`config.mk`:
```
export PLATFORM = sky130hd
export DESIGN_NAME = imem_prog_fetch
export DESIGN_NICKNAME = d
export VERILOG_FILES = /design/src/rtl/rv_imem_pkg.sv /design/src/rtl/imem_loader_fsm.sv /design/src/rtl/imem_prog_fetch.sv
export SDC_FILE = /design/constraint.sdc
export NUM_CORES = 2
export LEC_CHECK = 0
export ABC_AREA = 0
export CAP_MARGIN = 5
export CORE_UTILIZATION = 63
export DETAILED_ROUTE_END_ITERATION = 16
export DONT_BUFFER_PORTS = 1
export PLACE_DENSITY = 0.88
export SLEW_MARGIN = 5
export SYNTH_ARGS = -nofsm -noshare
export SYNTH_HDL_FRONTEND = slang
export SYNTH_SLANG_ARGS = --single-unit
```
`constraint.sdc`:
```
create_clock -name clk -period 5.25 [get_ports clk]
set_clock_uncertainty 0.15 [all_clocks]
set_input_delay 1.05 -clock clk [delete_from_list [all_inputs] [get_ports clk]]
set_output_delay 1.05 -clock clk [all_outputs]
set_load 0.02 [all_outputs]
```
`src/rtl/rv_imem_pkg.sv`:
```
// rtl/rv_imem_pkg.sv - shared types and helpers for the instruction memory
// Contents:
//   NOP_INST_DEFAULT  canonical NOP (addi x0,x0,0)
//   loader_state_t    loader FSM states
//   word_index()      byte address -> word index within a DEPTH-word array
package rv_imem_pkg;

  localparam logic [31:0] NOP_INST_DEFAULT = 32'h0000_0013;

  typedef enum logic {
    IDLE = 1'b0,
    LOAD = 1'b1
  } loader_state_t;

  // Drops the byte offset and wraps into the array; range checking is done
  // separately by the caller.
  function automatic int unsigned word_index(input logic [31:0] byte_addr,
                                             input int unsigned depth);
    return int'((byte_addr >> 2) & (depth - 1));
  endfunction

endpackage

```
`src/rtl/imem_loader_fsm.sv`:
```
// rtl/imem_loader_fsm.sv - program-load stream controller for the instruction memory
// Ports:
//   clk, rst          clock, synchronous active-high reset
//   prog_start        pulse: begin a load at word 0 (ignored while loading)
//   prog_valid        stream word valid
//   prog_last         stream word is the final one
//   prog_ready        word accepted this cycle when valid
//   prog_busy         load in progress
//   prog_count        words written by the current or most recent load
//   wr_en, wr_idx     array write enable and word index
module imem_loader_fsm
  import rv_imem_pkg::*;
#(
  parameter int DEPTH = 64
) (
  input  logic                       clk,
  input  logic                       rst,
  input  logic                       prog_start,
  input  logic                       prog_valid,
  input  logic                       prog_last,
  output logic                       prog_ready,
  output logic                       prog_busy,
  output logic [$clog2(DEPTH):0]     prog_count,
  output logic                       wr_en,
  output logic [$clog2(DEPTH)-1:0]   wr_idx
);

  localparam int IW = $clog2(DEPTH);
  localparam int CW = IW + 1;

  loader_state_t     state;
  loader_state_t     state_next;
  logic [IW-1:0]     wptr;
  logic [CW-1:0]     count;
  logic              start_load;
  logic              hs;
  logic              at_end;

  assign start_load = (state == IDLE) && prog_start;
  assign hs         = (state == LOAD) && prog_valid;
  assign at_end     = (wptr == IW'(DEPTH - 1));

  // State register plus the pointer/count that advance with it.
  always_ff @(posedge clk) begin
    if (rst) begin
      state <= IDLE;
      wptr  <= '0;
      count <= '0;
    end else begin
      state <= state_next;
      if (start_load) begin
        wptr  <= '0;
        count <= '0;
      end else if (hs) begin
        // wptr wraps to 0 after the final slot, but the FSM is back in
        // IDLE by then so the wrapped value is never used for a write.
        wptr  <= wptr + IW'(1);
        count <= count + CW'(1);
      end
    end
  end

  always_comb begin
    state_next = state;
    case (state)
      IDLE: if (prog_start) state_next = LOAD;
      LOAD: if (hs && (prog_last || at_end)) state_next = IDLE;
      default: state_next = IDLE;
    endcase
  end

  always_comb begin
    prog_ready = 1'b0;
    prog_busy  = 1'b0;
    wr_en      = 1'b0;
    case (state)
      LOAD: begin
        prog_ready = 1'b1;
        prog_busy  = 1'b1;
        // A word arriving on the reset edge is dropped with the load.
        wr_en      = prog_valid && !rst;
      end
      default: ;
    endcase
  end

  assign prog_count = count;
  assign wr_idx     = wptr;

endmodule

```
`src/rtl/imem_prog_fetch.sv`:
```
// rtl/imem_prog_fetch.sv - instruction memory with IF fetch port and stream program loader
// Ports:
//   clk, rst                          clock, synchronous active-high reset
//   prog_start/valid/data/last        program-load stream in
//   prog_ready/busy/count             loader status out
//   fetch_req/stall/flush/addr        IF-stage fetch request (byte address)
//   fetch_inst/valid/err              registered fetch response, 1-cycle latency
module imem_prog_fetch
  import rv_imem_pkg::*;
#(
  parameter int              XLEN     = 32,
  parameter int              DEPTH    = 64,
  parameter int              AW       = 32,
  parameter logic [XLEN-1:0] NOP_INST = XLEN'(NOP_INST_DEFAULT)
) (
  input  logic                    clk,
  input  logic                    rst,
  input  logic                    prog_start,
  input  logic                    prog_valid,
  input  logic [XLEN-1:0]         prog_data,
  input  logic                    prog_last,
  output logic                    prog_ready,
  output logic                    prog_busy,
  output logic [$clog2(DEPTH):0]  prog_count,
  input  logic                    fetch_req,
  input  logic                    fetch_stall,
  input  logic                    fetch_flush,
  input  logic [AW-1:0]           fetch_addr,
  output logic [XLEN-1:0]         fetch_inst,
  output logic                    fetch_valid,
  output logic                    fetch_err
);

  localparam int IW = $clog2(DEPTH);

  logic [XLEN-1:0] mem [DEPTH];
  logic [XLEN-1:0] rd_data;
  logic            valid_q;
  logic            err_q;
  logic            wr_en;
  logic [IW-1:0]   wr_idx;
  logic [IW-1:0]   rd_idx;
  logic            fetch_bad;
  logic            rd_en;

  imem_loader_fsm #(
    .DEPTH (DEPTH)
  ) u_loader (
    .clk        (clk),
    .rst        (rst),
    .prog_start (prog_start),
    .prog_valid (prog_valid),
    .prog_last  (prog_last),
    .prog_ready (prog_ready),
    .prog_busy  (prog_busy),
    .prog_count (prog_count),
    .wr_en      (wr_en),
    .wr_idx     (wr_idx)
  );

  // Out of range means any address bit above the array's byte span is set.
  assign fetch_bad = (fetch_addr[1:0] != 2'b00) || ((fetch_addr >> (IW + 2)) != '0);
  assign rd_idx    = IW'(word_index(32'(fetch_addr), DEPTH));
  assign rd_en     = !prog_busy && !fetch_flush && !fetch_stall && fetch_req && !fetch_bad;

  always_ff @(posedge clk) begin
    if (wr_en) mem[wr_idx] <= prog_data;
  end

  // Plain enabled read register so the array maps onto a synchronous RAM;
  // holding it during stall keeps the stalled instruction on the output.
  always_ff @(posedge clk) begin
    if (rd_en) rd_data <= mem[rd_idx];
  end

  always_ff @(posedge clk) begin
    if (rst) begin
      valid_q <= 1'b0;
      err_q   <= 1'b0;
    end else if (prog_busy || fetch_flush) begin
      valid_q <= 1'b0;
      err_q   <= 1'b0;
    end else if (!fetch_stall) begin
      valid_q <= fetch_req && !fetch_bad;
      err_q   <= fetch_req && fetch_bad;
    end
  end

  assign fetch_inst  = valid_q ? rd_data : NOP_INST;
  assign fetch_valid = valid_q;
  assign fetch_err   = err_q;

endmodule

```
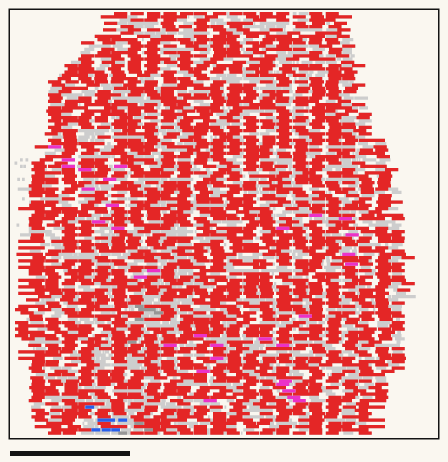
(register map, names as in the netlist)
Scale bar: 100 µm. Other sequential cells in the stronger gray, the rest of the logic in the fainter gray.
| color | netlist name | sequential cells |
|---|---|---|
| red | mem | 2048 |
| blue | u_loader.prog_count | 7 |
| magenta | rd_data | 32 |

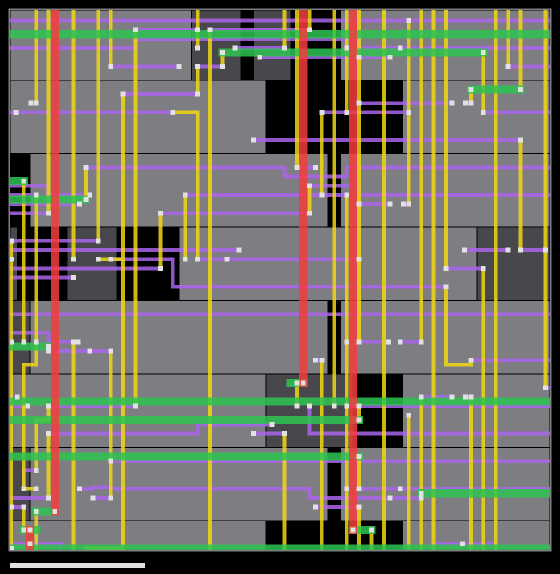
(layout detail)
Scale bar: 5 µm. Region (169, 241) to (189, 261) µm. Cells in gray, sequential cells in the stronger gray; small squares are vias.
| color | layer |
|---|---|
| yellow | M2 |
| purple | M1 |
| green | M3 |
| red | M4 |
most frequent: edfxtp_1 (11), a21oi_1 (2)
cells with their middle in the window: 15
netlist names of flops here include: mem (11)
sequential cells in the window: 11

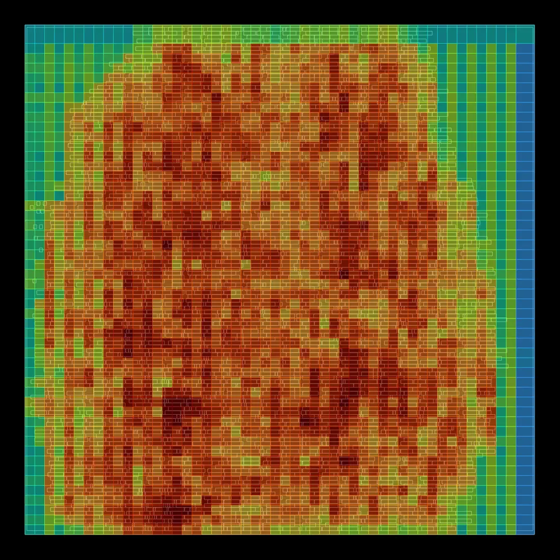
(congestion heat map)
global routing met3 resource utilization: 10.82%
GRT Util Overall: 37.93%

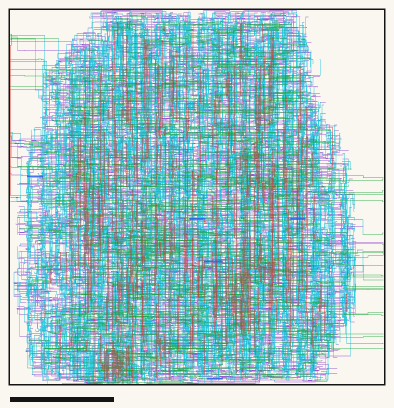
(signal wires by layer)
Scale bar: 100 µm.
| color | layer | wire length |
|---|---|---|
| cyan | M2 | 111 mm |
| green | M3 | 36.6 mm |
| purple | M1 | 71.7 mm |
| red | M4 | 18900 µm |
| blue | M5 | 70.8 µm |

==> run_results.csv <==
group,metric,value,unit
timing,fmax,225.2,MHz
timing,maxSlewHeadroom,6.981,%
finish,fin_util,70.00,%
finish,layout-drive-gt1-share,25.22,%
finish,clock_cell_area_share,6.844,%
clock_tree,cts-resized-gates,0,
place,gp_congestion,0.8819,
route,vias_per_cell,7.974,
worst_setup_path,path_buffers,0,
timing,hold_viol,0,
grt,overflow,0,
synthesis,synth.largest_area_cell,"edfxtp_1",
clock_tree,cts_tree,"done",
finish,final_layout_top_logic_cells,"edfxtp_1 (2080), mux4_2 (510), clkbuf_16 (194)",
synthesis,ys_warn_count,0,
clock_tree,clock-sinks,2096,
worst_setup_path,start_kind,"flop",
synthesis,synth_xor_xnor_area_share,0.09872,%
finish,largest_register,"mem",
worst_setup_path,path_class,"reg2reg",
synthesis,ys_ff,2096,
synthesis,mux_share,15.34,%
finish,seq_share,71.33,%
synthesis,top_cells_by_area,"edfxtp_1 (78%), mux4_2 (14%), a221oi_1 (0.92%), mux2i_1 (0.85%), a22o_1 (0.59%)",
worst_setup_path,reg2reg_setup_slack,0.81,ns
floorplan,rows,130,
clock_tree,clkTransAtPathRegs,0.07,ns
job,drv_cap,0,
outcome,status,"complete, no violations",
pwr,p_comb_share,3.1,%
synthesis,yosys.area.top_type_share,78.23,%
synthesis,yosys_area,79850,µm²
floorplan,num_tap_cells,1650,
pwr,swShare,21.03,%
finish,regArea,62780,µm²
finish,combGateArea,16550,µm²
finish,final_common_cell,"edfxtp_1",
min_path,hp-start,"fetch_flush",
min_path,worstHoldPathType,"in2reg",
pwr,max-vdd-ir-drop,0.3571,mV
finish,nFillCells,6182,
clock_tree,clock_tree.buffer_depth,3,
route,highest_layer,"met5",
finish,sh_comb_area,18.80,%
synthesis,netlist_area,79850,µm²
worst_setup_path,crit_path_max_incr_delay,1.20,ns
clock_tree,cts_buffers,190,
floorplan,fp_util,63.50,%
grt,grt.met2_usage,58.63,%
floorplan,die_area,128200,µm²
worst_setup_path,cp-end-kind,"flop",
synthesis,synth.distinct_cells,47,
clock_tree,cts_hold_buffers,0,
Power and IR drop assume default switching activity.
